Fig. 1: sequential cells grouped by signal name
Scale: 6 px per µm. Other sequential cells in the stronger grey, the rest of the logic in the fainter grey.
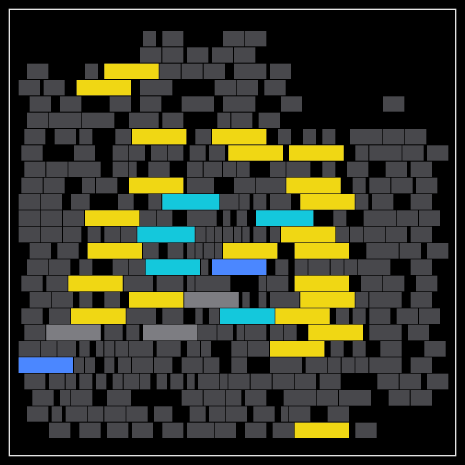
Fig. 2: routing congestion
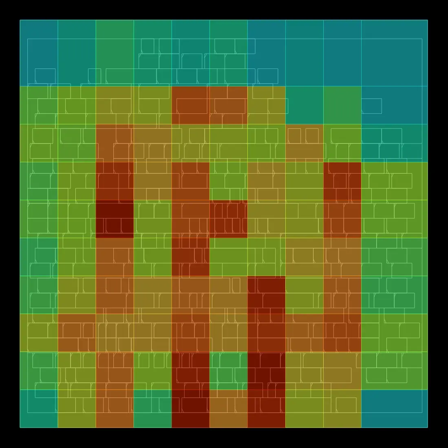
Fig. 3: metal 1
Scale: 8 px per µm. Supply wires on this layer in grey.
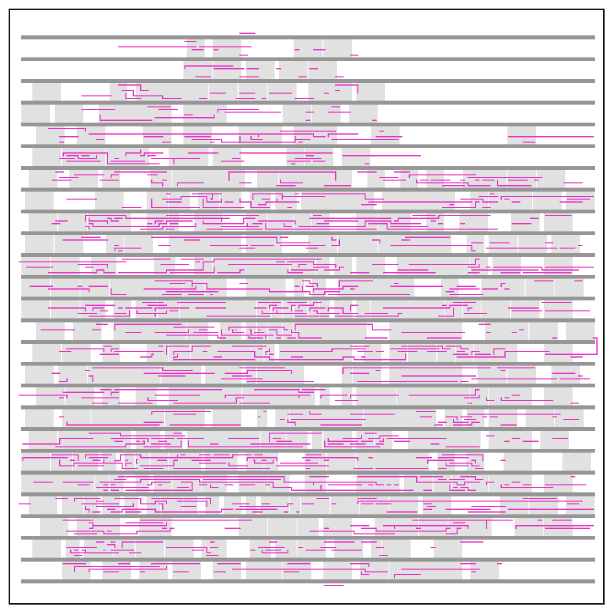
Fig. 4: routed metal, one colour a layer
Scale: 6 px per µm. Two of the layers only.
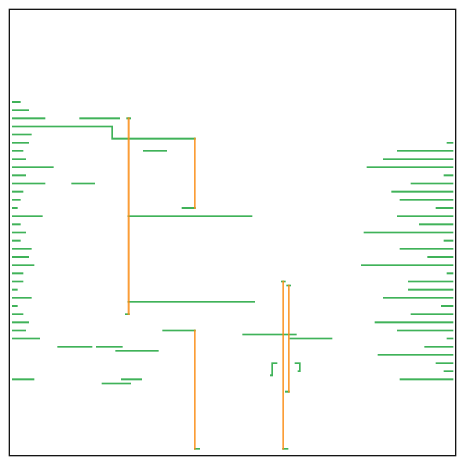
Fig. 5: signal wires on met3
Scale: 4 px per µm.
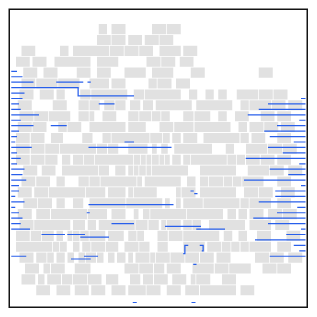
`config.mk`:
```
export PLATFORM = sky130hd
export DESIGN_NAME = serial_tx_arbiter
export DESIGN_NICKNAME = d
export VERILOG_FILES = /design/src/rtl/serial_tx_arbiter.sv
export SDC_FILE = /design/constraint.sdc
export NUM_CORES = 1
export LEC_CHECK = 0
export CAP_MARGIN = 0
export CORE_UTILIZATION = 45
export CTS_CLUSTER_DIAMETER = 40
export CTS_CLUSTER_SIZE = 25
export DETAILED_ROUTE_END_ITERATION = 6
export PLACE_DENSITY = 0.94
export SYNTH_ARGS = -nofsm -noshare
export SYNTH_HDL_FRONTEND = slang
export SYNTH_SLANG_ARGS = --single-unit
```
`constraint.sdc`:
```
create_clock -name clock -period 6.2 [get_ports clock]
set_clock_uncertainty 0.2 [all_clocks]
set_input_delay 0.62 -clock clock [delete_from_list [all_inputs] [get_ports clock]]
set_output_delay 0.62 -clock clock [all_outputs]
set_load 0.02 [all_outputs]
```
`src/rtl/serial_tx_arbiter.sv`:
```
// serial_tx_arbiter: round-robin arbiter feeding one MSB-first serial shifter.
// An accepted word is loaded into a shift register and sent one bit per
// cycle. Back-to-back words with no idle bit are possible when IDLE_GAP is 0.
// Otherwise IDLE_GAP forced-zero cycles follow each word, and then at least
// one IDLE cycle.
//
// Ports:
//   clock       sole clock, rising edge
//   reset       asynchronous, active-high
//   enable      permits new grants; the word in flight always completes
//   reqValid    per-requester word-valid
//   reqData     packed words, word i at bits [i*WORD_SIZE +: WORD_SIZE]
//   reqReady    one-hot accept strobe (combinational)
//   serialOut   serial data, MSB first
//   frameStart  high while serialOut carries a word's MSB
//   busy        high while serialOut carries word data
//   grantId     requester currently (or most recently) being shifted
module serial_tx_arbiter #(
    parameter int unsigned NUM_REQ   = 4,
    parameter int unsigned WORD_SIZE = 23,
    parameter int unsigned IDLE_GAP  = 0
) (
    input  logic                           clock,
    input  logic                           reset,
    input  logic                           enable,
    input  logic [NUM_REQ-1:0]             reqValid,
    input  logic [NUM_REQ*WORD_SIZE-1:0]   reqData,
    output logic [NUM_REQ-1:0]             reqReady,
    output logic                           serialOut,
    output logic                           frameStart,
    output logic                           busy,
    output logic [2:0]                     grantId
);

    localparam int unsigned CNT_W = (WORD_SIZE > 1) ? $clog2(WORD_SIZE) : 1;
    localparam int unsigned GAP_W = 8;
    localparam int unsigned ID_W  = 3;
    localparam int unsigned IDX_W = $clog2(NUM_REQ);

    localparam logic [CNT_W-1:0]   CNT_TOP  = CNT_W'(WORD_SIZE - 1);
    localparam logic [GAP_W-1:0]   GAP_TOP  = GAP_W'((IDLE_GAP > 0) ? IDLE_GAP - 1 : 0);
    localparam logic [IDX_W-1:0]   IDX_LAST = IDX_W'(NUM_REQ - 1);
    localparam logic [NUM_REQ-1:0] ONE_HOT0 = NUM_REQ'(1);
    localparam bit                 LSB_ARB  = (IDLE_GAP == 0);

    typedef enum logic [1:0] {
        IDLE  = 2'd0,
        SHIFT = 2'd1,
        GAP   = 2'd2
    } state_t;

    state_t                 state_q, state_d;
    logic [WORD_SIZE-1:0]   shift_q, shift_d;
    logic [CNT_W-1:0]       cnt_q,   cnt_d;
    logic [GAP_W-1:0]       gap_q,   gap_d;
    logic [IDX_W-1:0]       rr_q,    rr_d;
    logic [ID_W-1:0]        grant_q, grant_d;

    logic [WORD_SIZE-1:0]   words [NUM_REQ];
    logic                   found;
    logic [IDX_W-1:0]       win_idx;
    logic [IDX_W-1:0]       idx;
    logic                   arb_window;
    logic                   accept;
    logic [NUM_REQ-1:0]     ready_raw;

    // Unpack the flat data bus into one word per requester.
    for (genvar g = 0; g < NUM_REQ; g++) begin : g_unpack
        assign words[g] = reqData[g*WORD_SIZE +: WORD_SIZE];
    end

    // Round-robin search: first valid requester starting at rr_q.
    always_comb begin
        found   = 1'b0;
        win_idx = '0;
        idx     = '0;
        for (int unsigned k = 0; k < NUM_REQ; k++) begin
            idx = IDX_W'((32'(rr_q) + k) % NUM_REQ);
            if (!found && reqValid[idx]) begin
                found   = 1'b1;
                win_idx = idx;
            end
        end
    end

    // Next-state, datapath and output decode.
    always_comb begin
        state_d    = state_q;
        shift_d    = shift_q;
        cnt_d      = cnt_q;
        gap_d      = gap_q;
        rr_d       = rr_q;
        grant_d    = grant_q;
        arb_window = 1'b0;
        accept     = 1'b0;
        ready_raw  = '0;
        serialOut  = 1'b0;
        frameStart = 1'b0;
        busy       = 1'b0;

        case (state_q)
            IDLE: begin
                arb_window = 1'b1;
            end
            SHIFT: begin
                serialOut  = shift_q[WORD_SIZE-1];
                busy       = 1'b1;
                frameStart = (cnt_q == CNT_TOP);
                shift_d    = shift_q << 1;
                cnt_d      = cnt_q - CNT_W'(1);
                if (cnt_q == '0) begin
                    // LSB cycle: a back-to-back grant is only possible with no gap.
                    arb_window = LSB_ARB;
                    cnt_d      = CNT_TOP;
                    if (IDLE_GAP > 0) begin
                        state_d = GAP;
                        gap_d   = GAP_TOP;
                    end else begin
                        state_d = IDLE;
                    end
                end
            end
            GAP: begin
                if (gap_q == '0) begin
                    state_d = IDLE;
                end else begin
                    gap_d = gap_q - GAP_W'(1);
                end
            end
            default: begin
                state_d = IDLE;
            end
        endcase

        accept = arb_window && enable && found;
        if (accept) begin
            ready_raw = ONE_HOT0 << win_idx;
            shift_d   = words[win_idx];
            cnt_d     = CNT_TOP;
            state_d   = SHIFT;
            rr_d      = (win_idx == IDX_LAST) ? '0 : win_idx + IDX_W'(1);
            grant_d   = ID_W'(win_idx);
        end
    end

    // Hold off handshakes for as long as reset is asserted.
    assign reqReady = ready_raw & {NUM_REQ{~reset}};
    assign grantId  = grant_q;

    // State and datapath registers.
    always_ff @(posedge clock or posedge reset) begin
        if (reset) begin
            state_q <= IDLE;
            shift_q <= '0;
            cnt_q   <= CNT_TOP;
            gap_q   <= '0;
            rr_q    <= '0;
            grant_q <= '0;
        end else begin
            state_q <= state_d;
            shift_q <= shift_d;
            cnt_q   <= cnt_d;
            gap_q   <= gap_d;
            rr_q    <= rr_d;
            grant_q <= grant_d;
        end
    end

endmodule

```
==> job_summary.md <==
## Synthesis and layout report

| Metric | Value |
|---|---|
| Die height | `74.1 µm` |
| Fin util | `0.709` |
| Ant diodes | `0` |
| Async SR Flop Fraction | `1.00` |
| Synthesis-to-layout area growth | `47.7%` |
| Switching Fraction | `0.380` |
| Final WL | `6590 µm` |
| Worst EP required | `5.38 ns` |
| Combinational power share | `0.487` |
| Max transition margin | `0.277` |
| Adders+Majority by Area | `0.0160` |
| Core area | `4880 µm²` |
| Post-DP HPWL | `4740 µm` |
| Max power group | `combinational logic` |
| Avg Inst Size Synth | `10.4 µm²` |
| Aoi share | `0.331` |
| Final ANT Viol Nets | `0` |
| Final setup viols | `0` |
| Comb area leader | `AND-OR/OR-AND gates` |
| Initial core utilization | `0.480` |
| PortBufs | `107` |
| Internal | `678 µW` |
| Die Area | `5500 µm²` |
| Sequential Power | `395 µW` |
| CTS max path bufs | `2` |
| Yosys xor share | `0.00374` |
| Worst-Skew Late Latency | `0.29 ns` |
| Most frequent cells in the layout | `107 x clkdlybuf4s50_1, 35 x o22ai_1, 30 x dfrtp_1` |
| Number of flops mapped to enable cells by yosys | `0` |
| Io pins | `109` |
| First-pass iteration count of the detailed router | `4` |
| Drt drc | `0` |
| Sequential share of power | `0.361` |
| FP Rows | `25` |
| Total Neg Setup Slack | `0 ns` |
| DR vias/cell | `5.90` |
| Post-CTS Setup Bufs | `0` |
| Register area share after synthesis | `0.354` |
| Clock Sinks | `33` |
| Placed cell areas | `3370 µm²` |
| GR Overflow Total | `0` |
| Cells after Synth | `225` |
| Max-area cell share | `0.321` |
| Crit path launch type | `input port` |
| Library cells used by synthesis | `46` |
| Dominant cell type by area after synthesis | `dfrtp_1` |
| First-pass GRT wire length | `10500 µm` |
| TritonCTS clock tree | `yes` |
| Ratio of cells with drive above 1 in the final layout | `0.109` |
| Critical path class | `in2out` |
| Initial antenna violation count | `0` |
| Worst hold-check path type | `reg2reg` |
| Max FO, Critical Path | `24` |
| Pin count of the biggest net entering global routing | `41` |
| First-iteration detailed-routing DRC count | `133` |
| Max rail drop VDD | `0.238 mV` |
| Crit end category | `output pin` |
| And+or+nand+nor area frac | `0.111` |
| Nets at Floorplan | `327` |
| Yosys Instances | `225` |
| Multiplexer share | `0.103` |
| FMAX | `239 MHz` |
| H-tree levels | `2` |
| TritonCTS Buffers | `5` |
| Sequential Area | `830 µm²` |
| Power per cell area | `316 nW/µm²` |
| Maxcap violations | `0` |
| Post-Syn Area | `2340 µm²` |
| Post-CTS sizing | `0` |
| Top_reg_cell synth | `dfrtp_1` |
| Fin. Hold Viols | `0` |
| Commonest Layout Cell | `clkdlybuf4s50_1` |
| Slew of the pin with the lowest slew margin | `1.08 ns` |
| Slew Viols, Final | `0` |
| MI comb area | `1340 µm²` |
| Clk. pwr | `167 µW` |
| Clock share of power | `0.153` |
| CTS root buffer | `clkbuf_8` |
| Clk pin slew, worst setup/hold paths | `0.06 ns` |
| RePlAce Congestion | `0.848` |
| Outcome | `complete, no violations` |
| Comb pwr | `533 µW` |
| DIE WIDTH | `74.1 µm` |
| CP arrival | `3.36 ns` |
Notes on Fig. 1 above:
name in the netlist	colour	placed flops
cnt_q	cyan	5
grantId	blue	2
shift_q	yellow	23

Notes on Fig. 2 above:
DR WL/cell: 16.9 µm
met3 usage: 0.0556

Notes on Fig. 3 above:
share of all routed wire	41%
main direction	horizontal

Notes on Fig. 4 above:
layer	colour	wire length
metal 4	orange	110 µm
metal 3	green	429 µm

Notes on Fig. 5 above:
wire length on this layer	429 µm
main direction	horizontal

[metal layers]
layer	up-vias	track usage	wire, µm
met2	97	0.447	3360
li1	1096	-	-
met1	1089	0.305	2690
met5	-	0	0
met4	0	0.0748	109
met3	12	0.0556	429
[registers in the layout, indices dropped and copies added (netlist names)]
signal and cells:
state_q 1, rr_q 2, shift_q 23, cnt_q 5
grantId 2
[Yosys cell counts, types with 2 or more instances]
cell	n
dfstp_2	3
ha_1	3
dfrtp_1	30
a221oi_2	18
nand2_1	8
buf_2	4
a21oi_1	8
a22oi_1	2
o22ai_1	35
inv_1	6
o21ai_0	6
nor2_1	3
nand2b_1	4
buf_6	10
clkbuf_1	4
nand3b_1	11
buf_1	2
o31ai_1	10
nor3b_1	3
mux2i_1	23
nor3_1	4
a221oi_1	4
[layout make-up]
cell class / count / share of cell area
multi-input combinational: 165 / 0.387
sequential: 33 / 0.240
tap: 67 / 0.0242
clock buffer: 8 / 0.0260
timing repair buffer: 110 / 0.316
inverter: 6 / 0.00651
[worst paths after layout]
check,start,endpoint,slack (ns),cells past startpoint
worst max-delay path,reqValid[3],reqReady[3],2.02,7
worst min-delay path,grantId[0],grantId[0],0.28,1
worst max register to register,state_q[0],shift_q[17],3.40,6
worst min register to register,grantId[0],grantId[0],0.28,1
max in group asynchronous,reset,cnt_q[2],4.81,3
min in group asynchronous,reset,shift_q[3],0.64,3
[worst max-delay path, stage by stage]
cell and delay, ns:
clkdlybuf4s50_1 0.60, nand3b_1 0.14, o21ai_1 0.15, nor2_4 0.74, ha_1 0.26, nor3b_1 0.20, clkdlybuf4s50_1 0.65
[through the flow]
step | std cells | setup slack (ns)
after CTS | 389 | 1.98
after global routing | 389 | 1.81
final | 389 | 2.02
after global placement | 381 | 2.13
after detailed placement | 381 | 1.99
after floorplan | 225 | 3.25
Power and IR drop assume default switching activity.
